Fig. 1: run 1, selected gate families
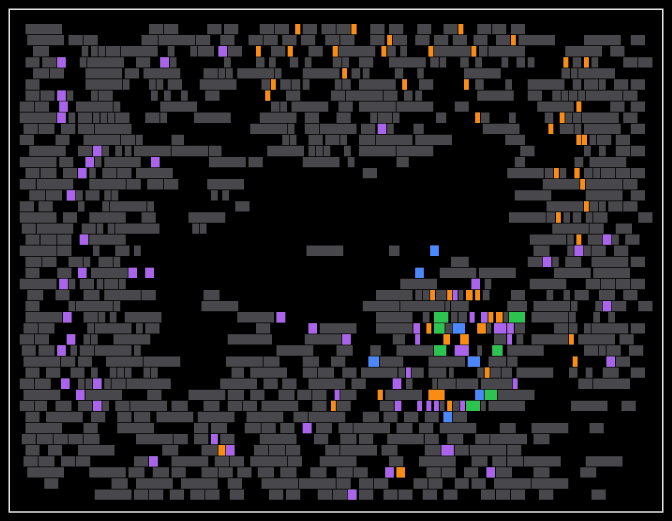
Fig. 2: run 1, clock wires, drivers and flops
The bar under the picture is 50 µm long.
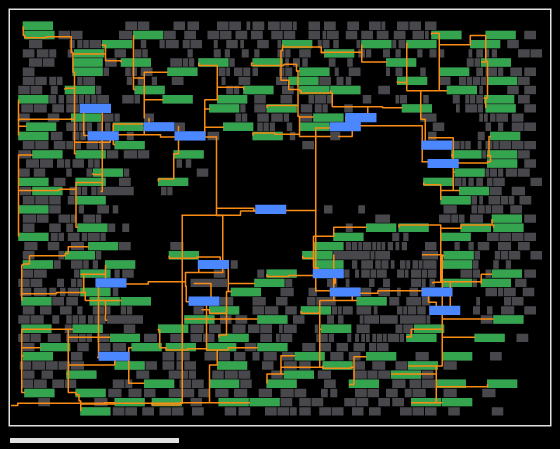
Fig. 3: run 1, placement by cell class
The bar under the picture is 50 µm long.
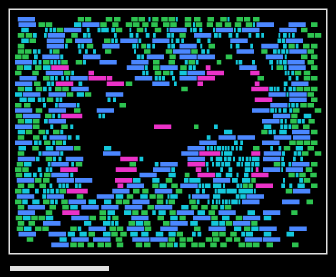
<file path="config.mk">
export PLATFORM = sky130hd
export DESIGN_NAME = mdu_seq
export DESIGN_NICKNAME = d
export VERILOG_FILES = /design/src/rtl/mdu_seq.sv
export SDC_FILE = /design/constraint.sdc
export NUM_CORES = 1
export LEC_CHECK = 0
export CORE_AREA = 2 2 158 121
export DETAILED_ROUTE_END_ITERATION = 8
export DIE_AREA = 0 0 160 123
export PLACE_DENSITY = 0.73
export SYNTH_ARGS = -nofsm -noshare
export SYNTH_HDL_FRONTEND = slang
export SYNTH_SLANG_ARGS = --single-unit
</file>
<file path="constraint.sdc">
create_clock -name clock -period 7.4 [get_ports clock]
set_clock_uncertainty 0.05 [all_clocks]
set_input_delay 1.85 -clock clock [delete_from_list [all_inputs] [get_ports clock]]
set_output_delay 1.85 -clock clock [all_outputs]
set_load 0.02 [all_outputs]
</file>
<file path="src/rtl/mdu_seq.sv">
`default_nettype none
// ============================================================================
//  Module   : mdu_seq
//  Purpose  : Sequencer for the iterative multiply/divide unit. Stalls the PC
//             on mult/multu/div/divu, latches the operands, launches the unit,
//             waits on its busy handshake under a watchdog, and writes HI/LO in
//             the retiring cycle. Divide-by-zero completes locally.
//  Revision : 1.0 - initial release
// ============================================================================
module mdu_seq #(
  parameter int TIMEOUT = 200  // WAIT-cycle limit, legal range 2..255
) (
  input  logic        clock,
  input  logic        reset,
  input  logic        md_req,
  input  logic [1:0]  md_op,
  input  logic [31:0] rs_val,
  input  logic [31:0] rt_val,
  input  logic        unit_busy,
  input  logic [31:0] unit_hi,
  input  logic [31:0] unit_lo,
  output logic        pc_ena,
  output logic        unit_start,
  output logic [1:0]  unit_fun,
  output logic [31:0] unit_a,
  output logic [31:0] unit_b,
  output logic        hilo_we,
  output logic [31:0] hi_wdata,
  output logic [31:0] lo_wdata,
  output logic        md_busy,
  output logic        dz,
  output logic        tmo
);

  typedef enum logic [1:0] {
    S_IDLE   = 2'd0,
    S_LAUNCH = 2'd1,
    S_WAIT   = 2'd2,
    S_WRITE  = 2'd3
  } state_t;

  // Last WAIT count at which a still-busy unit is abandoned.
  localparam logic [7:0] C_CNT_LAST = 8'(TIMEOUT - 1);
  localparam logic [7:0] C_CNT_MAX  = 8'hFF;

  state_t     r_state;
  logic [7:0] r_cnt;
  logic       r_dz_flag;
  logic       r_tmo_flag;
  logic       w_div_by_zero;

  // Only div/divu (md_op[1] set) can hit the divide-by-zero shortcut.
  assign w_div_by_zero = md_op[1] && (rt_val == 32'd0);

  // Sequencer state, wait counter, completion flags and all data outputs.
  always_ff @(posedge clock or posedge reset) begin
    if (reset) begin
      r_state    <= S_IDLE;
      r_cnt      <= 8'd0;
      r_dz_flag  <= 1'b0;
      r_tmo_flag <= 1'b0;
      unit_fun   <= 2'd0;
      unit_a     <= 32'd0;
      unit_b     <= 32'd0;
      hi_wdata   <= 32'd0;
      lo_wdata   <= 32'd0;
    end else begin
      case (r_state)
        S_IDLE: begin
          if (md_req) begin
            unit_fun <= md_op;
            unit_a   <= rs_val;
            unit_b   <= rt_val;
            if (w_div_by_zero) begin
              // Architectural result for x/0: HI keeps the dividend, LO all ones.
              hi_wdata  <= rs_val;
              lo_wdata  <= 32'hFFFF_FFFF;
              r_dz_flag <= 1'b1;
              r_state   <= S_WRITE;
            end else begin
              r_state <= S_LAUNCH;
            end
          end
        end
        S_LAUNCH: begin
          r_cnt   <= 8'd0;
          r_state <= S_WAIT;
        end
        S_WAIT: begin
          if (r_cnt != C_CNT_MAX) begin
            r_cnt <= r_cnt + 8'd1;
          end
          // cnt==0 is the first WAIT cycle; a unit may not have raised busy yet.
          if (!unit_busy && (r_cnt != 8'd0)) begin
            hi_wdata <= unit_hi;
            lo_wdata <= unit_lo;
            r_state  <= S_WRITE;
          end else if (unit_busy && (r_cnt == C_CNT_LAST)) begin
            hi_wdata   <= 32'd0;
            lo_wdata   <= 32'd0;
            r_tmo_flag <= 1'b1;
            r_state    <= S_WRITE;
          end
        end
        S_WRITE: begin
          r_dz_flag  <= 1'b0;
          r_tmo_flag <= 1'b0;
          r_state    <= S_IDLE;
        end
        default: r_state <= S_IDLE;
      endcase
    end
  end

  // Control strobes decode straight from state; PC runs in IDLE (no request) and WRITE.
  always_comb begin
    pc_ena     = 1'b0;
    unit_start = 1'b0;
    hilo_we    = 1'b0;
    dz         = 1'b0;
    tmo        = 1'b0;
    md_busy    = (r_state != S_IDLE);
    case (r_state)
      S_IDLE:   pc_ena = !md_req;
      S_LAUNCH: unit_start = 1'b1;
      S_WAIT:   pc_ena = 1'b0;
      S_WRITE: begin
        pc_ena  = 1'b1;
        hilo_we = 1'b1;
        dz      = r_dz_flag;
        tmo     = r_tmo_flag;
      end
      default: pc_ena = 1'b0;
    endcase
  end

endmodule
`default_nettype wire

</file>
==> qor.yml, run 1 <==
cts:
  cts_root_buf: "clkbuf_16"
  h-tree-depth: 4
  postCtsHoldBufs: 0
  post_cts_resized: 0
  cts_post_setup_buffers_inserted: 0
  clockBufferDepth: 2
  cts_made_buffers: 17
global_routing:
  grt_pass1_wl_um: 29300
  grt_pass1_vias: 5379
  grtUsageTotal_pct: 19.21
  grt_start_max_net_pins: 90
  grt.overflow.total: 0
  antenna_found_initial: 0
critical_path:
  reg2reg_slack_ns: 3.63
  cp_max_fo: 3
  ff2ff_path_depth: 8
  cp.arrival_ns: 3.39
  crit_type: "in -> out"
  regToRegEndpoint: "lo_wdata[30]"
  rr_startpoint: "r_cnt[0]"
route:
  vias_per_cell: 4.921
  vias: 5305
  avgRoutedWirePerCell_um: 17.36
  maxUsedRoutingLayer: "met4"
  route.detailed.drc: 0
  drt-total-wl_um: 18710
  m1WireLength_um: 8153
  drt_iter0_drc: 230
  drtPass1Iterations: 4
  drtAntennaViolNets: 0
placement:
  dpl_cell_area_um2: 9105
  portBuffers: 269
  dp_hpwl_um: 12710
  routabilityCongestion: 0.7648
  place_ws_ns: 1.990
floorplanning:
  io_pins: 270
  fp_util_pct: 34.35
  dieWidth_um: 160
  die-area_um2: 19680
synth:
  ys_types: 36
  fp_nets: 707
  yosysWarnings: 0
  synth_top_area_share_pct: 56.89
  synth_top_cell_by_area: "dfrtp_1"
  syn_area_um2: 6246
  yosys_area_um2: 6246
  ys_async_sr_fraction_pct: 100.0
  synth-main-ff-cell: "dfrtp_1"
timing:
  period_minus_slack_ns: 5.289
  whs_ns: 0.4514
  finalSetupViolations: 0
  hold_viol: 0
  rsz0062_at_grt: "false"
  tightest_slew_ns: 0.9632
  tns_ns: 0
  slew_headroom_pct: 35.79
hold_path:
  hold_path_end: "unit_a[7]"
  worstHoldStart: "unit_a[7]"
  hold_path_depth: 1
pwr:
  p_sw_share_pct: 39.16
  p_leak_uw: 0.003868
  p_seq_uw: 1330
  switchingPower_uw: 1786
  pwr-share-seq_pct: 29.2
  pg_comb_uw: 2310
  power_leader: "combinational cells"
  p_per_area_nw_per_um2: 468.2
cells_and_area:
  register_area_um2: 3553
  n_antenna_cell: 0
  comb_area_um2: 2455
  num-fill-cells: 1646
run:
  drv_cap: 0
outcome:
  outcome: "completed"
About Fig. 1:
[green] AND-OR and OR-AND gates | cells: 7
[orange] NAND gates | cells: 49
[purple] NOR gates | cells: 59 | where: all over the die
[blue] AND and OR gates | cells: 7
Finished Layout Cells: 1078
Comb/total area: 25.20%
Top cell excl fill/tap: clkdlybuf4s50_1

About Fig. 2:
[green] flip-flops | count: 142
[orange] clock wires | length: 1980 µm
[blue] cells driving clock nets | count: 17
routed clock nets: 18
Late-Pin Clk Latency: 0.41 ns
clock distribution power: 925 µW

About Fig. 3:
[blue] flip-flops | cells: 142
[magenta] clock drivers and dummy loads | cells: 31
[green] other buffers and delay cells | cells: 276
[cyan] all other logic | cells: 382
flop share of the area: 36.48%
Util after Layout: 53.57%
Design Area, Final: 9742 µm²
Core ar.: 18180 µm²

==> run 1: layout make-up <==
type / instances / share of cell area (%)
clock buffer: 19 / 4.649
clock inverter: 12 / 1.888
inverter: 10 / 0.4367
multi-input combinational: 372 / 25.20
sequential: 142 / 36.48
tap: 247 / 3.172
timing repair buffer: 276 / 28.18
==> run 1: routing by layer <==
metal	vias up	track usage, %
met5	-	0
li1	2528	-
met3	17	8.185
met4	0	6.306
met2	194	30.41
met1	2566	23.94
==> run 1: worst max path at each step <==
stage	start	end	slack, ns	cells past startpoint
floorplan	reset	hi_wdata[0]	1.69	1
global placement	unit_busy	lo_wdata[8]	2.04	8
detailed placement	unit_busy	lo_wdata[30]	1.99	8
CTS	md_req	pc_ena	2.09	5
global route	md_req	pc_ena	2.03	5
finish	md_req	pc_ena	2.11	5
==> run 1: synth_stat cells (2+ instances only) <==
cell        n
nand2_1    42
nor2b_1    33
mux2_2     66
a21oi_1   134
clkbuf_1   22
nand4_1     3
and2_1      4
buf_6       2
buf_2      10
nand3_1     4
nor4_1      7
buf_4       9
inv_1      10
nor2_1     11
nor4b_1     2
o21ai_0     6
a31oi_1    33
dfrtp_1   142
nor3_1      5
ha_1        6
==> run 1: critical path: stages <==
cell	delay, ns
clkdlybuf4s50_1	0.48
nor2_1	0.27
nor2_1	0.07
nor2_1	0.09
clkdlybuf4s50_1	0.63
==> run 1: per-stage QoR <==
stage | power, µW | cells
5_1_grt | 4839 | 1078
6_report | 4561 | 1078
4_1_cts | 4617 | 1078
3_3_place_gp | 3638 | 1047
2_1_floorplan | 2645 | 567
3_5_place_dp | 3671 | 1047
==> run 1: logic make-up after synthesis <==
group           synth area share [%]
simple gates                   9.435
xor+xnor                      0.1402
mux                            11.90
buf+inv                        4.167
fa+ha+maj                      1.202
compound gates                 16.27
flops                          56.89
--- run 2 (diff from run 1) ---
--- a/config.mk
+++ b/config.mk
@@ -8,7 +8,7 @@
 export CORE_AREA = 2 2 158 121
 export DETAILED_ROUTE_END_ITERATION = 8
 export DIE_AREA = 0 0 160 123
-export PLACE_DENSITY = 0.73
+export PLACE_DENSITY = 0.75
 export SYNTH_ARGS = -nofsm -noshare
 export SYNTH_HDL_FRONTEND = slang
 export SYNTH_SLANG_ARGS = --single-unit
==> constraint.sdc (replaced) <==
create_clock -name clock -period 4.82 [get_ports clock]
set_clock_uncertainty 0.05 [all_clocks]
set_input_delay 1.205 -clock clock [delete_from_list [all_inputs] [get_ports clock]]
set_output_delay 1.205 -clock clock [all_outputs]
set_load 0.02 [all_outputs]
Fig. 4: run 2, clock wires, drivers and flops
The bar under the picture is 50 µm long.
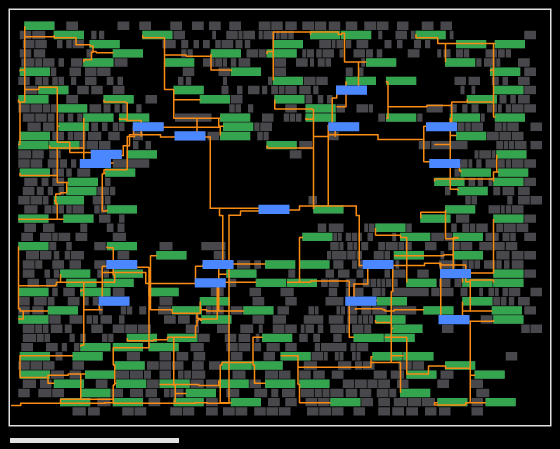
clock distribution power: 1410 µW
Clk pwr share: 20.0%

Fig. 5: run 2, selected gate families
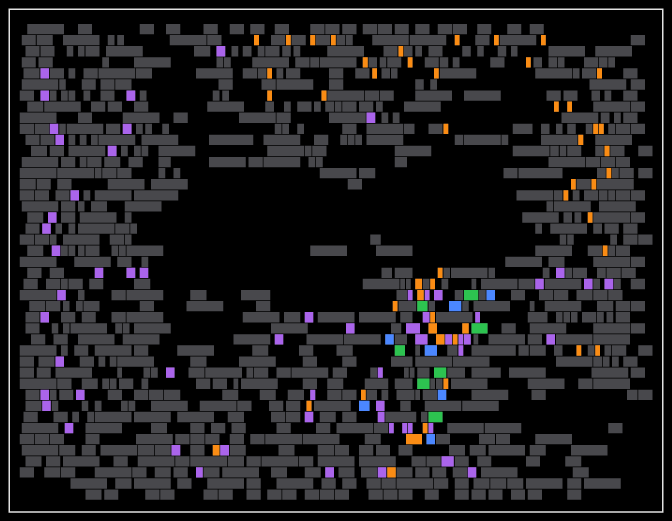
[green] AND-OR and OR-AND gates | cells: 7
[blue] AND and OR gates | cells: 7
[orange] NAND gates | cells: 49
[purple] NOR gates | cells: 59 | where: all over the die
Comb/total area: 25.15%
Finished Layout Cells: 1079

Fig. 6: run 2, where the registers sit
The bar under the picture is 50 µm long. Other sequential cells in the stronger grey, the rest of the logic in the fainter grey.
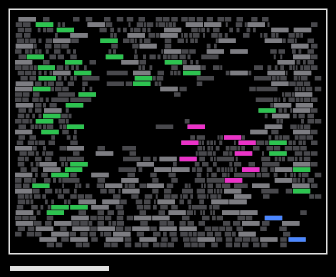
[blue] `unit_fun` | placed flops: 2
[green] `hi_wdata` | placed flops: 32
[magenta] `r_cnt` | placed flops: 8
not coloured: 100
Util after Layout: 53.67%
Flop area: 3553 µm²
Seq power: 2050 µW

==> run 2 against run 1 <==
Net effect:
- critical path depth unchanged
- count of clock-buffer cells in the layout up 3
- wire length up 3.1%
- design area up 0.18%
- worst hold slack better by 0.0017 ns
- synthesized cell count unchanged
- critical path type unchanged
- highest routed layer unchanged
==> qor.yml, run 2 <==
floorplanning:
  io_pins: 270
  dieWidth_um: 160
  fp_util_pct: 34.35
  die-area_um2: 19680
critical_path:
  ff2ff_path_depth: 7
  path_cells: "clkdlybuf4s50_1 -> nor2_1 -> nor2_1 -> nor2_1 -> clkdlybuf4s50_1"
  cp_slowest_cell: "clkdlybuf4s50_1"
  cp.buffers_inverters: 2
  cp-startpoint: "md_req"
  slowest_delay_ns: 0.61
  cp-endpoint: "pc_ena"
  cp_num_cells: 5
  required_ns: 3.57
  regToRegEndpoint: "lo_wdata[26]"
  cp_max_fo: 3
  crit_type: "in -> out"
  cp.arrival_ns: 2.71
  rr_startpoint: "r_cnt[0]"
  cpLargestDelayFamily: "buffers and inverters"
pwr:
  pwr-share-seq_pct: 29.2
  p_sw_share_pct: 39.30
  power_leader: "combinational cells"
  switchingPower_uw: 2765
  total_power_uw: 7036
  p_per_area_nw_per_um2: 720.9
  p_leak_uw: 0.003871
  pg_comb_uw: 3570
synth:
  ys_async_sr_fraction_pct: 100.0
  yosys_area_um2: 6246
  ys_types: 36
  yosysWarnings: 0
  synth-main-ff-cell: "dfrtp_1"
  synth_top_cell_by_area: "dfrtp_1"
  syn_inst: 567
  top_cell: "dfrtp_1"
  syn_area_um2: 6246
  synth_top_area_share_pct: 56.89
  yosys-top-cells-count: "142 x dfrtp_1, 134 x a21oi_1, 66 x mux2_2, 42 x nand2_1"
global_routing:
  grt_start_max_net_pins: 84
  grt_pass1_wl_um: 30260
  grt.overflow.total: 0
cts:
  post_cts_resized: 0
  h-tree-depth: 4
  cts_root_buf: "clkbuf_16"
  postCtsHoldBufs: 0
  cts_made_buffers: 17
  clockBufferDepth: 2
  worstSkewPairLatency_ns: 0.41
route:
  drt-total-wl_um: 19290
  drtPass1Iterations: 6
  route.detailed.drc: 0
  vias_per_cell: 4.993
  avgRoutedWirePerCell_um: 17.87
  vias: 5387
  drtAntennaViolNets: 0
timing:
  whs_ns: 0.4531
  slew_headroom_pct: 35.39
  tightest_slew_ns: 0.9692
  hold_viol: 0
  tns_ns: 0
  period_minus_slack_ns: 3.961
  rsz0062_at_grt: "false"
cells_and_area:
  final_cell_area_um2: 9759
  mostFrequentLayoutCell: "clkdlybuf4s50_1"
  drive_above_1_share_pct: 13.34
  num-fill-cells: 1614
placement:
  portBuffers: 269
  dp_hpwl_um: 13160
  routabilityCongestion: 0.8193
  dpl_cell_area_um2: 9136
  place_ws_ns: 0.8412
  dp_cells: 1048
outcome:
  outcome: "completed"
run:
  drv_cap: 0
==> run 2: netlist changes by cell type in the layout (fill, tap and decap cells not counted) <==
cell / before / now
clkbuf_1: 0 / 3
inv_6: 4 / 1
buf_12: 0 / 2
buf_4: 7 / 6
==> run 2: how the worst min path moves through the flow <==
stage	from	end	slack, ns	cells after the start
3_5_place_dp	unit_b[20]	unit_b[20]	0.44	1
3_3_place_gp	unit_a[13]	unit_a[13]	0.44	1
6_report	unit_b[10]	unit_b[10]	0.45	1
4_1_cts	unit_b[20]	unit_b[20]	0.46	1
2_1_floorplan	r_cnt[6]	r_cnt[6]	0.44	1
5_1_grt	unit_a[8]	unit_a[8]	0.46	1
==> run 2: metal layers <==
| metal | vias to the layer above | track usage (%) | routed length (µm) |
|---|---|---|---|
| met5 | - | 0 | 0 |
| met4 | 0 | 5.687 | 246 |
| met3 | 19 | 7.716 | 1609 |
| li1 | 2527 | - | - |
| met2 | 187 | 31.71 | 9087 |
| met1 | 2654 | 25.11 | 8343 |
==> run 2: cells by family after synthesis <==
| group | synth area share (%) |
|---|---|
| AND-OR/OR-AND | 16.27 |
| multiplexers | 11.90 |
| AND/OR/NAND/NOR | 9.435 |
| flip-flops | 56.89 |
| XOR/XNOR | 0.1402 |
| adder cells (fa/ha/maj) | 1.202 |
| buffers and inverters | 4.167 |
==> run 2: cell type report <==
type                    instances  area (µm²)  area share [%]
inverters                      10       41.29          0.4231
multi-input cells             372        2455           25.15
repair buffers                277        2778           28.46
clock inverters                 9       158.9           1.628
flip-flops and latches        142        3553           36.41
clock buffers                  22       464.2           4.756
well taps                     247       309.0           3.167
--- run 3 (diff from run 2) ---
==> constraint.sdc (replaced) <==
create_clock -name clock -period 3.4 [get_ports clock]
set_clock_uncertainty 0.05 [all_clocks]
set_input_delay 0.85 -clock clock [delete_from_list [all_inputs] [get_ports clock]]
set_output_delay 0.85 -clock clock [all_outputs]
set_load 0.02 [all_outputs]
Fig. 7: run 3, placement by cell class
The bar under the picture is 50 µm long.
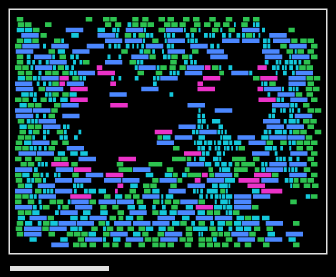
[magenta] clock drivers and dummy loads | cells: 32
[green] other buffers and delay cells | cells: 291
[cyan] all other logic | cells: 382
[blue] flip-flops | cells: 142
row count: 43
Util after Layout: 54.62%
Design Area, Final: 9933 µm²

Fig. 8: run 3, selected gate families
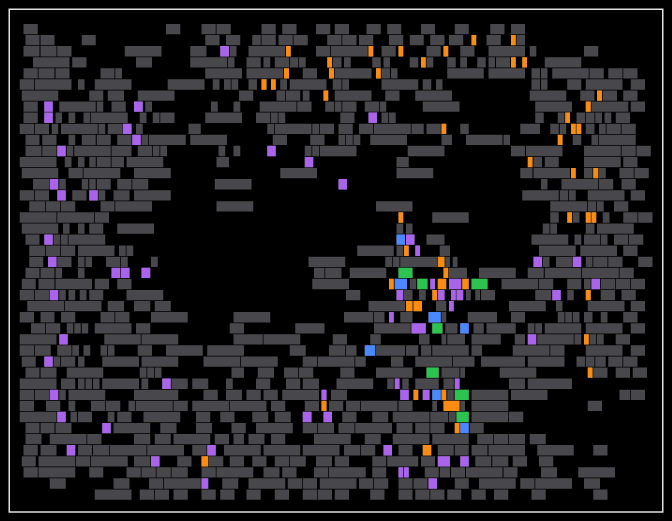
Comb/total area: 24.74%
Finished Layout Cells: 1094

Fig. 9: run 3, congestion heat map
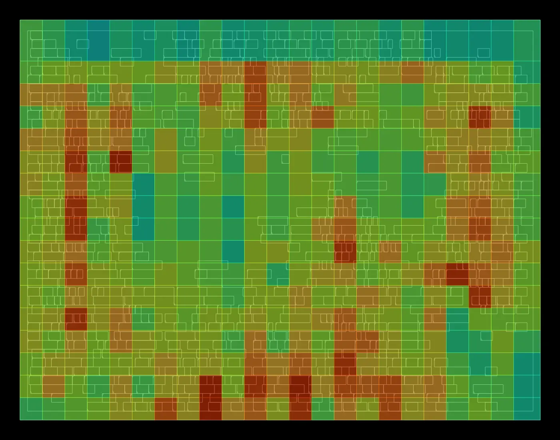
GR Layer Usage met1: 24.77%
met3 usage: 7.984%

==> run 3 against run 2 <==
Net effect:
- design area increased by 1.8%
- combinational power up 45%
- count of clock-buffer cells in the layout fell by 3
- final cell count up 1.4%
- critical path type is now reg -> out
- critical endpoint unchanged
- global-route usage increased by 0.58 points
- sequential cell count did not move
==> qor.yml, run 3 <==
outcome:
  outcome: "completed"
placement:
  portBuffers: 269
  dpl_cell_area_um2: 9304
  routabilityCongestion: 0.8207
  dp_cells: 1062
  dp_hpwl_um: 14450
  place_ws_ns: 0.1091
floorplanning:
  fp_util_pct: 34.35
  die-area_um2: 19680
  dieWidth_um: 160
critical_path:
  required_ns: 2.50
  cp-startpoint: "r_state[1]"
  rr_startpoint: "r_cnt[0]"
  reg2reg_slack_ns: 0.98
  regToRegEndpoint: "lo_wdata[23]"
  cp.arrival_ns: 2.34
  cp-endpoint: "pc_ena"
  crit_type: "reg -> out"
synth:
  ys_types: 36
  syn_inst: 567
  top_logic_kind: "AND-OR/OR-AND gates"
  synth_top_cell_by_area: "dfrtp_1"
  ys_sh_simple_pct: 9.435
  fp_nets: 707
  yosys.area_share.adder_pct: 1.202
  xor_share_pct: 0.1402
  ys_async_sr_fraction_pct: 100.0
  yosysWarnings: 0
  yosys-top-cells-count: "142 x dfrtp_1, 134 x a21oi_1, 66 x mux2_2, 42 x nand2_1"
  synth-main-ff-cell: "dfrtp_1"
  syn_area_um2: 6246
  ys_sh_aoi_pct: 16.27
cts:
  clockBufferDepth: 2
  worstSkewPairLatency_ns: 0.41
  h-tree-depth: 4
timing:
  finalSetupViolations: 0
  period_minus_slack_ns: 3.237
  whs_ns: 0.4538
cells_and_area:
  n_antenna_cell: 0
  drive_above_1_share_pct: 15.35
global_routing:
  grt_start_max_net_pins: 46
  grtUsageTotal_pct: 20.36
  grt.overflow.total: 0
route:
  drt_iter0_drc: 280
  m1WireLength_um: 8338
  drtPass1Iterations: 6
  vias_per_cell: 4.973
  avgRoutedWirePerCell_um: 18.02
  drt-total-wl_um: 19710
  vias: 5440
  met2WireLength_um: 9329
pwr:
  total_power_uw: 10090
  powerClk_uw: 1980
  switchingPower_uw: 3996
  p_sw_share_pct: 39.58
  p_seq_uw: 2920
  clock_power_share_pct: 19.6
run:
  drv_cap: 0
==> run 3: cell counts after synthesis <==
Identical to the previous run, type by type.
==> run 3: logic make-up (layout without fill, tap and decap cells) <==
| kind of cell | Yosys count | count (layout) |
|---|---|---|
| AOI/OAI and AO/OA | 184 | 184 |
| DFF | 142 | 142 |
| and+or+nand+nor | 115 | 115 |
| muxes | 66 | 66 |
| buffers and inverters | 53 | 333 |
| adders and majority gates | 6 | 6 |
| xor gates and xnor gates | 1 | 1 |
==> run 3: worst min path at each step <==
stage	cells after the start	slack [ns]	end	start
4_1_cts	1	0.46	unit_a[27]	unit_a[27]
6_report	1	0.45	unit_a[27]	unit_a[27]
2_1_floorplan	1	0.44	r_cnt[6]	r_cnt[6]
5_1_grt	1	0.47	unit_b[8]	unit_b[8]
3_5_place_dp	1	0.44	unit_a[27]	unit_a[27]
3_3_place_gp	1	0.44	unit_a[13]	unit_a[13]
==> run 3: final cells by class <==
| cell class | instances | area (µm²) |
|---|---|---|
| clock buffers | 19 | 452.9 |
| clock inverters | 13 | 173.9 |
| fillers | 1646 | 8252 |
| inverters | 10 | 41.29 |
| multi-input cells | 372 | 2457 |
| flip-flops and latches | 142 | 3553 |
| well taps | 247 | 309.0 |
| repair buffers | 291 | 2945 |
==> run 3: what timing repair did <==
| action | in CTS | in global routing |
|---|---|---|
| buffers inserted | 0 | 0 |
| endpoints found under the hold margin | 0 | 0 |
| setup endpoints to repair | 0 | 1 |
| gates resized | 0 | 1 |
==> run 3: worst max-delay path, cell delays in order (launching register included) <==
cell,delay (ns)
dfrtp_1,0.42
inv_1,0.11
ha_1,0.26
inv_1,0.17
nor2_2,0.21
nor2_1,0.06
nor2_1,0.08
clkdlybuf4s50_1,0.61
Power is estimated from default activity; no workload was simulated.
